<file path="config.mk">
export PLATFORM = sky130hd
export DESIGN_NAME = pwm_bank
export DESIGN_NICKNAME = d
export VERILOG_FILES = /design/src/rtl/pwm_bank.sv
export SDC_FILE = /design/constraint.sdc
export NUM_CORES = 1
export LEC_CHECK = 0
export ABC_AREA = 1
export CAP_MARGIN = 40
export CORE_ASPECT_RATIO = 0.75
export CORE_UTILIZATION = 27
export DETAILED_ROUTE_END_ITERATION = 12
export PLACE_DENSITY = 0.38
export SLEW_MARGIN = 20
export SYNTH_ARGS = -nofsm -noshare
export SYNTH_HDL_FRONTEND = slang
export SYNTH_SLANG_ARGS = --single-unit
export TNS_END_PERCENT = 5
</file>
<file path="constraint.sdc">
create_clock -name clk -period 10.3 [get_ports clk]
set_input_delay 2.06 -clock clk [delete_from_list [all_inputs] [get_ports clk]]
set_output_delay 2.06 -clock clk [all_outputs]
set_load 0.02 [all_outputs]
</file>
<file path="src/rtl/pwm_bank.sv">
// ---------------------------------------------------------------------------
// pwm_bank
//
// Multi-channel PWM generator. One shared period counter feeds CHANNELS
// independent duty comparators. The host writes period and duty values into
// shadow registers. Those values are copied into the active registers only
// while idle or at the period wrap, so a running period never changes shape
// part-way through.
//
// Ports
//   clk           sole clock, rising edge
//   rst           asynchronous active-high reset
//   enable        1 = RUN (counting), 0 = IDLE (counter held at 0)
//   wr_en         write strobe for the shadow registers
//   wr_addr       0..CHANNELS-1 selects a duty shadow, CHANNELS selects the
//                 period shadow, anything else is ignored
//   wr_data       value written to the selected shadow register
//   pwm_out       registered PWM outputs, bit i = channel i
//   period_start  registered pulse on the first output cycle of each period
// ---------------------------------------------------------------------------
module pwm_bank #(
    parameter int unsigned CHANNELS       = 5,
    parameter int unsigned CNT_WIDTH      = 20,
    parameter int unsigned DEFAULT_PERIOD = 999999,
    parameter int unsigned DEFAULT_DUTY   = 0,
    parameter int unsigned ADDR_WIDTH     = 4
) (
    input  logic                  clk,
    input  logic                  rst,
    input  logic                  enable,
    input  logic                  wr_en,
    input  logic [ADDR_WIDTH-1:0] wr_addr,
    input  logic [CNT_WIDTH-1:0]  wr_data,
    output logic [CHANNELS-1:0]   pwm_out,
    output logic                  period_start
);

    localparam logic [CNT_WIDTH-1:0]  RST_PERIOD  = CNT_WIDTH'(DEFAULT_PERIOD);
    localparam logic [CNT_WIDTH-1:0]  RST_DUTY    = CNT_WIDTH'(DEFAULT_DUTY);
    localparam logic [ADDR_WIDTH-1:0] PERIOD_ADDR = ADDR_WIDTH'(CHANNELS);

    // The operating mode follows enable directly on every edge; there is no
    // registered mode, so the first RUN edge already sees cnt == 0.
    typedef enum logic {IDLE, RUN} mode_t;

    mode_t                 mode;
    logic [CNT_WIDTH-1:0]  cnt_q, cnt_d;
    logic [CNT_WIDTH-1:0]  per_s_q;
    logic [CNT_WIDTH-1:0]  per_a_q;
    logic                  load_active;
    logic [CHANNELS-1:0]   pwm_q, pwm_d;
    logic                  ps_q, ps_d;

    // ------------------------------------------------------------------
    // Counter next-state and active-register load control
    // ------------------------------------------------------------------
    always_comb begin
        mode        = enable ? RUN : IDLE;
        cnt_d       = '0;
        load_active = 1'b0;
        case (mode)
            IDLE: begin
                // Keep the active set tracking the shadows so that a
                // restart begins with the latest host values.
                cnt_d       = '0;
                load_active = 1'b1;
            end
            RUN: begin
                if (cnt_q == per_a_q) begin
                    cnt_d       = '0;
                    load_active = 1'b1;
                end else begin
                    cnt_d = cnt_q + 1'b1;
                end
            end
            default: begin
                cnt_d       = '0;
                load_active = 1'b0;
            end
        endcase
        ps_d = enable && (cnt_q == '0);
    end

    // ------------------------------------------------------------------
    // Period shadow/active, counter and output flops
    // ------------------------------------------------------------------
    always_ff @(posedge clk or posedge rst) begin
        if (rst) begin
            per_s_q <= RST_PERIOD;
            per_a_q <= RST_PERIOD;
            cnt_q   <= '0;
            pwm_q   <= '0;
            ps_q    <= 1'b0;
        end else begin
            if (wr_en && (wr_addr == PERIOD_ADDR)) begin
                per_s_q <= wr_data;
            end
            // Non-blocking copy takes the pre-write shadow value, so a write
            // that lands on the wrap edge is deferred by one period.
            if (load_active) begin
                per_a_q <= per_s_q;
            end
            cnt_q <= cnt_d;
            pwm_q <= pwm_d;
            ps_q  <= ps_d;
        end
    end

    // ------------------------------------------------------------------
    // Per-channel duty shadow/active registers and comparators
    // ------------------------------------------------------------------
    genvar gi;
    generate
        for (gi = 0; gi < CHANNELS; gi++) begin : g_ch
            logic [CNT_WIDTH-1:0] duty_s_q;
            logic [CNT_WIDTH-1:0] duty_a_q;

            always_ff @(posedge clk or posedge rst) begin
                if (rst) begin
                    duty_s_q <= RST_DUTY;
                    duty_a_q <= RST_DUTY;
                end else begin
                    if (wr_en && (wr_addr == ADDR_WIDTH'(gi))) begin
                        duty_s_q <= wr_data;
                    end
                    if (load_active) begin
                        duty_a_q <= duty_s_q;
                    end
                end
            end

            // Duty above the period keeps the compare true for the whole
            // period, giving 100 % without a special case.
            assign pwm_d[gi] = enable && (cnt_q < duty_a_q);
        end
    endgenerate

    assign pwm_out      = pwm_q;
    assign period_start = ps_q;

endmodule

</file>
Figure 1. Pin map (run 1).
Pins as bars across the die edge, other pins in grey.
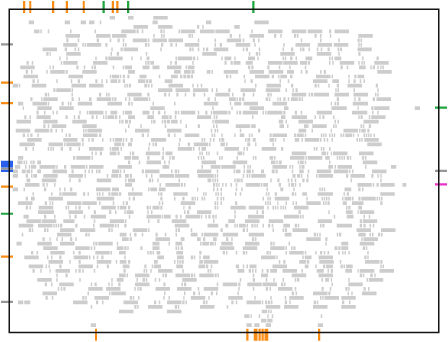
| colour | port | pins | direction | edge |
|---|---|---|---|---|
| blue | `wr_addr` | 4 | input | west |
| orange | `wr_data` | 20 | input | 9 south, 7 north, 4 west |
| magenta | `enable` | 1 | input | east |
| green | `pwm_out` | 5 | output | 3 north, 1 east, 1 west |
all pins by edge: 12 west, 10 north, 9 south, 3 east
die height: 194 um
die width: 258 um
PortBufs: 33

Figure 2. Cell outlines without signal wires (run 1).
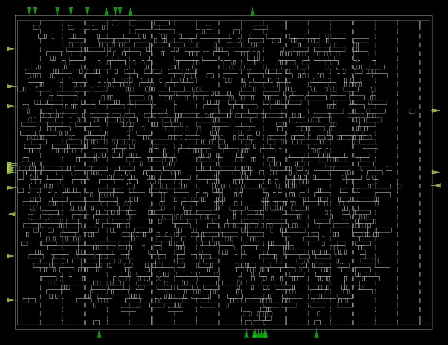
flop share of the area: 43.9%
Flops: 266

Figure 3. Wires at chosen ports, followed through buffers (run 1).
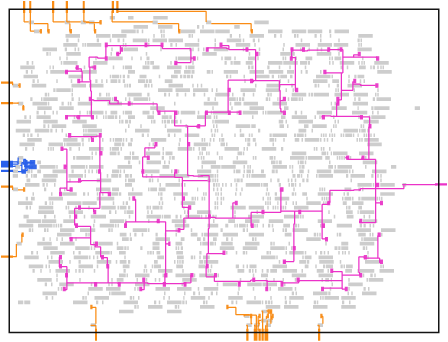
| colour | port | bits | direction | end cells | wire |
|---|---|---|---|---|---|
| magenta | `enable` | 1 | input | 122 | 1840 um |
| orange | `wr_data` | 20 | input | 20 | 395 um |
| blue | `wr_addr` | 4 | input | 8 | 65.1 um |
I/O pins: 34

Figure 4. Clock distribution (run 1).
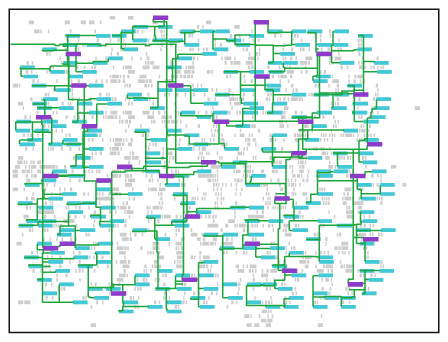
[purple] cells driving clock nets | count: 30
[cyan] flip-flops | count: 266
[green] clock wires | length: 4330 um
routed clock nets: 31
clk pwr: 1.05 mW
Clock Skews: 0.0214 ns
Clock Power Share: 36.2%
clk latency late pin: 0.58 ns

==> impl_metrics.toml, run 1 <==
# synthesis and place-and-route metrics
[detailed_routing]
top_layer_used = "met4"
drc_errors = 0
ant_nets = 0
wl_met1_um = 22400
wl_met2_um = 15900
met3_length_um = 1060

[timing]
hold_ws_ns = 0.457
setup_viol = 0
relSlewSlack_pct = 51.1

[placed_design]
dp_slack_ns = 6.13
dp_hpwl_um = 26200
dpl_cell_area_um2 = 14300

[grt]
grt_pass1_vias = 10100
grt.total_usage_pct = 16.5
met2_usage_pct = 23.2
use_met3_pct = 1.79
grt_pass1_wl_um = 63300

[job]
drv_cap = 0

[setup_path]
worstSetupPathType = "reg -> out"
rrSetupSlack_ns = 7.23
crit_family = "buffers and inverters"
start_kind = "register"
r2r_start = "cnt_q[13]$_DFF_PP0_"
reg2reg_depth = 11
worst-path-stages = 1
worstPathArrival_ns = 1.67

[synth]
yosysChipArea_um2 = 13200
yosysWarnings = 0
ys_seq_share_pct = 50.5
yosys.cell_count.top_type = "nand2_1"
synth.distinct_cells = 30
synth.area.top_cells = "dfrtp_1, nand2_1, ha_1"
edf_count = 0
top_cells_by_count = "nand2_1, dfrtp_1, inv_1"
ys_cells = 1587
yosysTopAreaCell = "dfrtp_1"

[finish]
inv_count = 177
buf_share_pct = 3.82
logic_gate_count = 1074
nClkBuffers = 47
flop_area_um2 = 6690
fin_util_pct = 31.8
final_area_um2 = 15200
logic_area_um2 = 5540
drive_gt1_share_pct = 6.53

[pwr]
p_seq_mw = 1.37
comb-power_uw = 483
p_seq_share_pct = 47.1

[floorplanning]
initial_utilization_pct = 27.7
die-area_um2 = 49900
tap_cells = 639

[run_status]
outcome = "finished clean"

[clocking]
cts_hold_buffers = 0
post-cts-setup-buffers = 0
cts_inserted_buffers = 30
root_buffer = "clkbuf_16"

[worst_hold_path]
worstHoldEndpoint = "per_a_q[16]$_DFFE_PP1P_"
run 1: layout by cell type (no fill, tap or decap), types with 4 or more instances in the layout:
cell and count:
clkbuf_16 31, dfrtp_1 242, ha_1 97, nand3_1 137, buf_4 12, clkbuf_1 13
nor3_1 4, o21a_1 4, nand2_1 502, nor2_1 91, a21oi_1 62, nand4_1 20
xor2_1 17, xnor2_1 5, a211oi_1 7, inv_2 14, o21ai_0 115, clkdlybuf4s50_1 32
dfstp_2 24, inv_1 162, clkinv_2 8, buf_16 4
run 1: cell families (layout without fill, tap and decap cells):
group                      count (synthesis)  after routing  share of synthesized area (%)
AOI/OAI and AO/OA                        195            195                           7.68
xor gates and xnor gates                  22             22                           1.46
adders and majority gates                 97             97                           9.17
buffers and inverters                    247            284                           7.77
DFF                                      266            266                           50.5
and+or+nand+nor                          760            760                           23.4
Figure 5. Metal layers overlaid (run 1).
The bar under the picture is 100 um long.
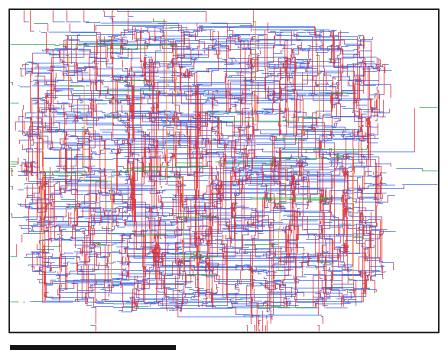

==> inputs of run 2 (changes only) <==
- PLACE_DENSITY: 0.38 -> 0.4
- clock period: 10.3 -> 3.35 ns (I/O delays scaled with it)
Figure 6. Metal layers overlaid (run 2).
The bar under the picture is 100 um long.
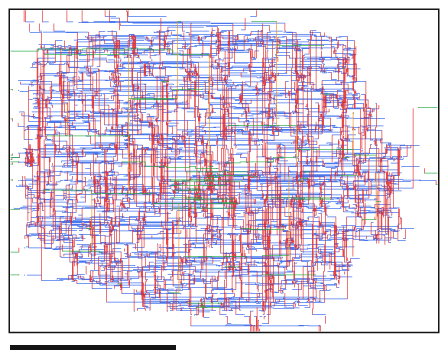
| colour | layer | wire length |
|---|---|---|
| orange | met4 | 503 um |
| blue | met1 | 21.4 mm |
| red | met2 | 15500 um |
| green | met3 | 1310 um |
gr usage total: 15.7%
vias post-DR: 10200
routed wire length: 38700 um
Avg WL per Cell: 17.1 um

Figure 7. Pin map (run 2).
Pins as bars across the die edge, other pins in grey.
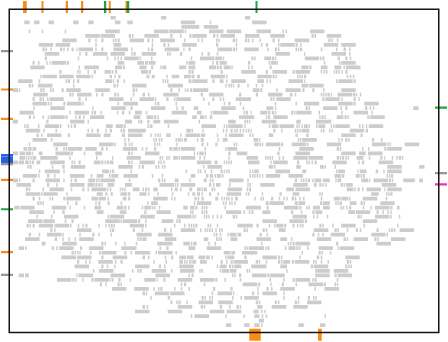
| colour | port | pins | direction | edge |
|---|---|---|---|---|
| orange | `wr_data` | 20 | input | 9 south, 7 north, 4 west |
| green | `pwm_out` | 5 | output | 3 north, 1 east, 1 west |
| blue | `wr_addr` | 4 | input | west |
| magenta | `enable` | 1 | input | east |

==> run 2 against run 1 <==
  * Power grew to 3.2 times the previous value
  * Sequential power grew to 3.1 times the previous value
  * Global-route usage shrank 0.77 points
  * Hold slack gained 0.0049 ns
  * Design area grew 0.67%
  * Critical endpoint is now g_ch[2].duty_a_q[9]$_DFFE_PP0P_
==> impl_metrics.toml, run 2 <==
# synthesis and place-and-route metrics
[clocking]
clk-insertion-delay-late_ns = 0.58
root_buffer = "clkbuf_16"
cts_inserted_buffers = 31
cts_hold_buffers = 0

[setup_path]
crit_family = "simple AND/OR/NAND/NOR gates"
r2r_start = "cnt_q[1]$_DFF_PP0_"
worstSetupPathType = "reg -> reg"
worstPathArrival_ns = 2.90
start_kind = "register"

[pwr]
p_seq_share_pct = 45.6
p_clk_share_pct = 38.2
comb-power_mw = 1.49
pg_clk_mw = 3.52

[timing]
relSlewSlack_pct = 53.4
setup_viol = 0
hold_ws_ns = 0.461
fin_worst_skew_ns = 0.0274

[synth]
yosys.cell_count.top_type = "nand2_1"
compound_area_share_pct = 7.68
edf_count = 0
yosysWarnings = 0
simple_gate_area_share_pct = 23.4
logic_family = "simple AND/OR/NAND/NOR gates"
top_cells_by_count = "nand2_1, dfrtp_1, inv_1"
synth.area.top_cells = "dfrtp_1, nand2_1, ha_1"
ys_sh_xor_pct = 1.46
yosysChipArea_um2 = 13200
yosysTopAreaCell = "dfrtp_1"
synthAdderAreaFrac_pct = 9.17
synth.distinct_cells = 30

[run_status]
outcome = "finished clean"

[finish]
nClkBuffers = 43
drive_gt1_share_pct = 7.08
layout_top_cell = "nand2_1"
fin_util_pct = 32.0
design.seq.count = 266
buf_share_pct = 3.72
inv_count = 177
seq-cell-share_pct = 43.7
final_area_um2 = 15300
logic_area_um2 = 5540
flop_area_um2 = 6690

[grt]
grt_pass1_vias = 9890
grt_pass1_wl_um = 61000
met2_usage_pct = 22.0
use_met3_pct = 2.10

[floorplanning]
io_pins = 34
tap_cells = 639
die_x_um = 258

[job]
drv_cap = 0

[detailed_routing]
wl_met2_um = 15500
top_layer_used = "met4"
drc_errors = 0
wl_met1_um = 21400

[placed_design]
dp_slack_ns = 0.904
dpl_cell_area_um2 = 14300
dp_hpwl_um = 25300
-- run 2: final timing paths --
kind	slack, ns	cells past startpoint	to
setup / recovery	0.92	10	g_ch[2].duty_a_q[9]$_DFFE_PP0P_
max in group asynchronous	2.01	3	per_s_q[9]$_DFFE_PP1P_
setup reg to reg	0.92	10	g_ch[2].duty_a_q[9]$_DFFE_PP0P_
hold reg to reg	0.46	2	g_ch[2].duty_a_q[18]$_DFFE_PP0P_
hold / removal	0.46	2	g_ch[2].duty_a_q[18]$_DFFE_PP0P_
min in group asynchronous	0.51	2	g_ch[1].duty_s_q[11]$_DFFE_PP0P_
-- run 2: worst min-delay path, stage by stage (launching register included) --
cell and delay (ns):
dfrtp_1 0.34, nand2_1 0.05, nand2_1 0.05
Power figures rest on the tool's default switching activity, not on a simulated workload.
